<file path="config.mk">
export PLATFORM = sky130hd
export DESIGN_NAME = barrelshift_seq_flat
export DESIGN_NICKNAME = d
export VERILOG_FILES = /design/src/rtl/barrelshift_seq_if.sv /design/src/rtl/barrelshift_seq.sv /design/src/flat_wrapper.sv
export SDC_FILE = /design/constraint.sdc
export NUM_CORES = 1
export LEC_CHECK = 0
export ABC_AREA = 1
export CAP_MARGIN = 20
export CELL_PAD_IN_SITES_DETAIL_PLACEMENT = 0
export CELL_PAD_IN_SITES_GLOBAL_PLACEMENT = 1
export CORE_MARGIN = 3
export CORE_UTILIZATION = 35
export CTS_CLUSTER_SIZE = 20
export DETAILED_ROUTE_END_ITERATION = 16
export PLACE_DENSITY_LB_ADDON = 0.1
export SYNTH_ARGS = -nofsm -noshare
export SYNTH_HDL_FRONTEND = slang
export SYNTH_SLANG_ARGS = --single-unit
</file>
<file path="constraint.sdc">
create_clock -name clk -period 1.3 [get_ports clk]
set_input_delay 0.13 -clock clk [delete_from_list [all_inputs] [get_ports clk]]
set_output_delay 0.13 -clock clk [all_outputs]
set_load 0.01 [all_outputs]
</file>
<file path="src/rtl/barrelshift_seq_if.sv">
// barrelshift_seq_if: bundles the control inputs and shifter-facing outputs of barrelshift_seq.
//   master modport: drives din, mode_rot, load, start, stop, step, dir;
//                   observes b, sr_sel, sel, busy, wrap.
//   slave modport:  the sequencer side (barrelshift_seq).
// SIZE_BSN must match the sequencer and the downstream shifter.
interface barrelshift_seq_if #(
    parameter int unsigned SIZE_BSN = 4
);
    localparam int unsigned SelW = $clog2(SIZE_BSN);

    logic [SIZE_BSN-1:0] din;
    logic                mode_rot;
    logic                load;
    logic                start;
    logic                stop;
    logic                step;
    logic                dir;
    logic [SIZE_BSN-1:0] b;
    logic                sr_sel;
    logic [SelW-1:0]     sel;
    logic                busy;
    logic                wrap;

    modport master (
        output din, mode_rot, load, start, stop, step, dir,
        input  b, sr_sel, sel, busy, wrap
    );

    modport slave (
        input  din, mode_rot, load, start, stop, step, dir,
        output b, sr_sel, sel, busy, wrap
    );
endinterface

</file>
<file path="src/rtl/barrelshift_seq.sv">
// barrelshift_seq: sequencer feeding a barrelshifter_n of the same SIZE_BSN.
// Captures a data word and shift/rotate mode on a load edge, then steps the shift amount
// one position per advance, either free-running on a prescaled tick (RUN) or by single
// step edges (HOLD).
// Ports:
//   clk        rising-edge clock
//   rst_n      asynchronous active-low reset
//   bus.din    word captured on load
//   bus.mode_rot  mode captured on load (1 = rotate, 0 = logical shift right)
//   bus.load/start/stop/step  level inputs, acted on at their rising edge
//   bus.dir    0 = sel increments, 1 = sel decrements (sampled at each advance)
//   bus.b, bus.sr_sel, bus.sel  registered shifter controls
//   bus.busy   high while in RUN
//   bus.wrap   one-cycle pulse alongside the first presentation of a wrapped sel
module barrelshift_seq #(
    parameter int unsigned SIZE_BSN = 4,
    parameter int unsigned TICK_DIV = 50_000_000
) (
    input logic               clk,
    input logic               rst_n,
    barrelshift_seq_if.slave  bus
);
    localparam int unsigned SelW = $clog2(SIZE_BSN);
    localparam int unsigned CntW = $clog2(TICK_DIV + 1);

    localparam logic [SelW-1:0] SelMax   = SelW'(SIZE_BSN - 1);
    localparam logic [CntW-1:0] TickLast = CntW'(TICK_DIV - 1);

    typedef enum logic [1:0] {StIdle, StHold, StRun} state_e;

    state_e              state_q, state_d;
    logic [SIZE_BSN-1:0] b_q, b_d;
    logic                sr_sel_q, sr_sel_d;
    logic [SelW-1:0]     sel_q, sel_d;
    logic                wrap_q, wrap_d;
    logic [CntW-1:0]     cnt_q, cnt_d;

    logic load_q, start_q, stop_q, step_q;
    logic load_edge, start_edge, stop_edge, step_edge;
    logic advance;

    assign load_edge  = bus.load  & ~load_q;
    assign start_edge = bus.start & ~start_q;
    assign stop_edge  = bus.stop  & ~stop_q;
    assign step_edge  = bus.step  & ~step_q;

    always_comb begin
        state_d  = state_q;
        b_d      = b_q;
        sr_sel_d = sr_sel_q;
        sel_d    = sel_q;
        wrap_d   = 1'b0;
        cnt_d    = '0;
        advance  = 1'b0;

        if (load_edge) begin
            // Load overrides every other edge and aborts RUN.
            b_d      = bus.din;
            sr_sel_d = bus.mode_rot;
            sel_d    = '0;
            state_d  = StHold;
        end else begin
            unique case (state_q)
                StIdle: ;
                StHold: begin
                    if (start_edge) begin
                        state_d = StRun;
                    end else if (step_edge) begin
                        advance = 1'b1;
                    end
                end
                StRun: begin
                    // Stop beats a coincident tick: no advance on the stopping cycle.
                    if (stop_edge) begin
                        state_d = StHold;
                    end else if (cnt_q == TickLast) begin
                        advance = 1'b1;
                    end else begin
                        cnt_d = cnt_q + CntW'(1);
                    end
                end
                default: state_d = StIdle;
            endcase
        end

        // sel wraps modulo SIZE_BSN, which need not be a power of two.
        if (advance) begin
            if (bus.dir) begin
                if (sel_q == '0) begin
                    sel_d  = SelMax;
                    wrap_d = 1'b1;
                end else begin
                    sel_d = sel_q - SelW'(1);
                end
            end else begin
                if (sel_q == SelMax) begin
                    sel_d  = '0;
                    wrap_d = 1'b1;
                end else begin
                    sel_d = sel_q + SelW'(1);
                end
            end
        end
    end

    always_ff @(posedge clk or negedge rst_n) begin
        if (!rst_n) begin
            state_q  <= StIdle;
            b_q      <= '0;
            sr_sel_q <= 1'b0;
            sel_q    <= '0;
            wrap_q   <= 1'b0;
            cnt_q    <= '0;
            load_q   <= 1'b0;
            start_q  <= 1'b0;
            stop_q   <= 1'b0;
            step_q   <= 1'b0;
        end else begin
            state_q  <= state_d;
            b_q      <= b_d;
            sr_sel_q <= sr_sel_d;
            sel_q    <= sel_d;
            wrap_q   <= wrap_d;
            cnt_q    <= cnt_d;
            load_q   <= bus.load;
            start_q  <= bus.start;
            stop_q   <= bus.stop;
            step_q   <= bus.step;
        end
    end

    assign bus.b      = b_q;
    assign bus.sr_sel = sr_sel_q;
    assign bus.sel    = sel_q;
    assign bus.busy   = (state_q == StRun);
    assign bus.wrap   = wrap_q;
endmodule
</file>
<file path="src/flat_wrapper.sv">
// flat-port wrapper written by rule: the top's interface ports become plain ports
module barrelshift_seq_flat 
#(
    parameter int unsigned SIZE_BSN = 4,
    parameter int unsigned TICK_DIV = 50_000_000
)
  (clk, rst_n, bus_din, bus_mode_rot, bus_load, bus_start, bus_stop, bus_step, bus_dir, bus_b, bus_sr_sel, bus_sel, bus_busy, bus_wrap);
  barrelshift_seq_if #(.SIZE_BSN(SIZE_BSN)) bus_i ();
  input logic clk;
  input logic rst_n;
  input wire logic [$bits(bus_i.din)-1:0] bus_din;
  input wire logic [$bits(bus_i.mode_rot)-1:0] bus_mode_rot;
  input wire logic [$bits(bus_i.load)-1:0] bus_load;
  input wire logic [$bits(bus_i.start)-1:0] bus_start;
  input wire logic [$bits(bus_i.stop)-1:0] bus_stop;
  input wire logic [$bits(bus_i.step)-1:0] bus_step;
  input wire logic [$bits(bus_i.dir)-1:0] bus_dir;
  output wire logic [$bits(bus_i.b)-1:0] bus_b;
  output wire logic [$bits(bus_i.sr_sel)-1:0] bus_sr_sel;
  output wire logic [$bits(bus_i.sel)-1:0] bus_sel;
  output wire logic [$bits(bus_i.busy)-1:0] bus_busy;
  output wire logic [$bits(bus_i.wrap)-1:0] bus_wrap;
  assign bus_i.din = bus_din;
  assign bus_i.mode_rot = bus_mode_rot;
  assign bus_i.load = bus_load;
  assign bus_i.start = bus_start;
  assign bus_i.stop = bus_stop;
  assign bus_i.step = bus_step;
  assign bus_i.dir = bus_dir;
  assign bus_b = bus_i.b;
  assign bus_sr_sel = bus_i.sr_sel;
  assign bus_sel = bus_i.sel;
  assign bus_busy = bus_i.busy;
  assign bus_wrap = bus_i.wrap;
  barrelshift_seq #(.SIZE_BSN(SIZE_BSN), .TICK_DIV(TICK_DIV)) u_core (.clk(clk), .rst_n(rst_n), .bus(bus_i));
endmodule
</file>
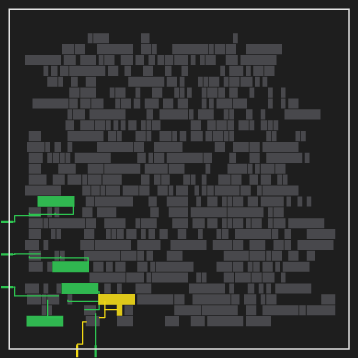
(I/O nets highlighted)
Scale: 4 px per um.
| port | color | bits | direction | edge | end cells | wire |
|---|---|---|---|---|---|---|
| `bus_b` | green | 4 | output | 3 left, 1 bottom | 4 | 93.9 um |
| `bus_load` | yellow | 1 | input | bottom | 2 | 17.4 um |
Top-Level Pins: 21
number of buffers added on ports: 20

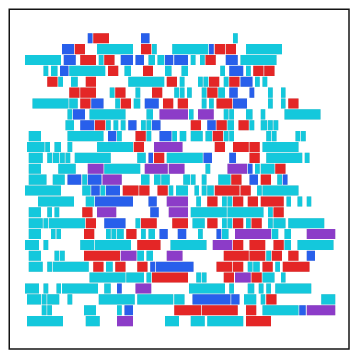
(sizing map)
Scale: 4 px per um.
| size | color | cells | most used |
|---|---|---|---|
| x1 and smaller | cyan | 218 | nand2_1 |
| x2 | blue | 50 | nand2_2 |
| x6 and larger | purple | 20 | buf_6 |
| x3 and x4 | red | 86 | buf_4 |
area growth from synthesis to final layout: 59.8%
Setup WS post-layout: -262 ps

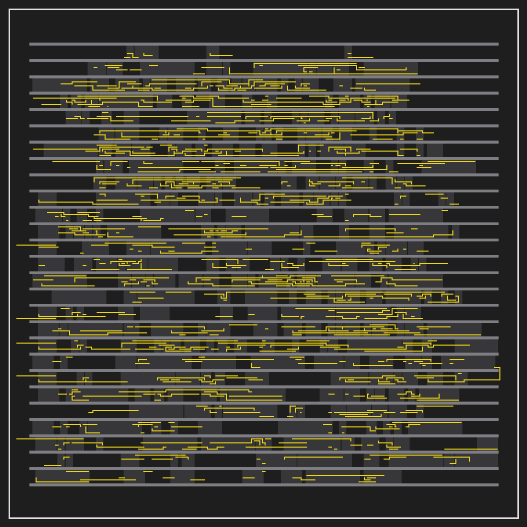
(met1 routing)
Scale: 6 px per um. Supply wires on this layer in gray.
share of all routed wire: 51%
wire length on this layer: 2860 um
main direction: horizontal
nets with wire on the layer: 357
global routing met1 resource utilization: 0.239
wire length reported by the detailed router: 5590 um

==> run_results.csv <==
group,metric,value,unit
status,outcome,"finished with violations",
status,failed_checks,"setup timing",
placed_design,gpl.final_weighted_congestion,0.812,
final_layout,design_area,3450,um^2
timing,remaining_max_slew_budget_at_the_tightest_pin,0.758,
pwr,pg_comb,1.20,mW
pwr,internal_power,2.33,mW
timing,setup_ws,-262,ps
final_layout,layout_top_cells,"sky130_fd_sc_hd__buf_4 (65), sky130_fd_sc_hd__nand2_1 (48), sky130_fd_sc_hd__dfrtp_1 (37)",
final_layout,layout-drive-gt1-share,0.417,
synth,logic_family,"simple AND/OR/NAND/NOR gates",
synth,synth.most_common_cell,"sky130_fd_sc_hd__nand2_1",
timing,setup-violations-final,31,
synth,netlist_top_cells_count,"sky130_fd_sc_hd__nand2_1 (57), sky130_fd_sc_hd__nor2_1 (42), sky130_fd_sc_hd__dfrtp_1 (40), sky130_fd_sc_hd__inv_1 (34), sky130_fd_sc_hd__nand3_1 (15)",
timing,final.setup_skew,6.69,ps
pwr,switching_share,0.315,
cts,cts_inserted_buffers,5,
setup_path,rr_startpoint,"u_core.cnt_q[1]$_DFF_PN0_",
final_layout,n_clock_buffer,6,
setup_path,critical_path_arrival,1780,ps
No activity file was given, so power comes from the tool's default toggle rates.
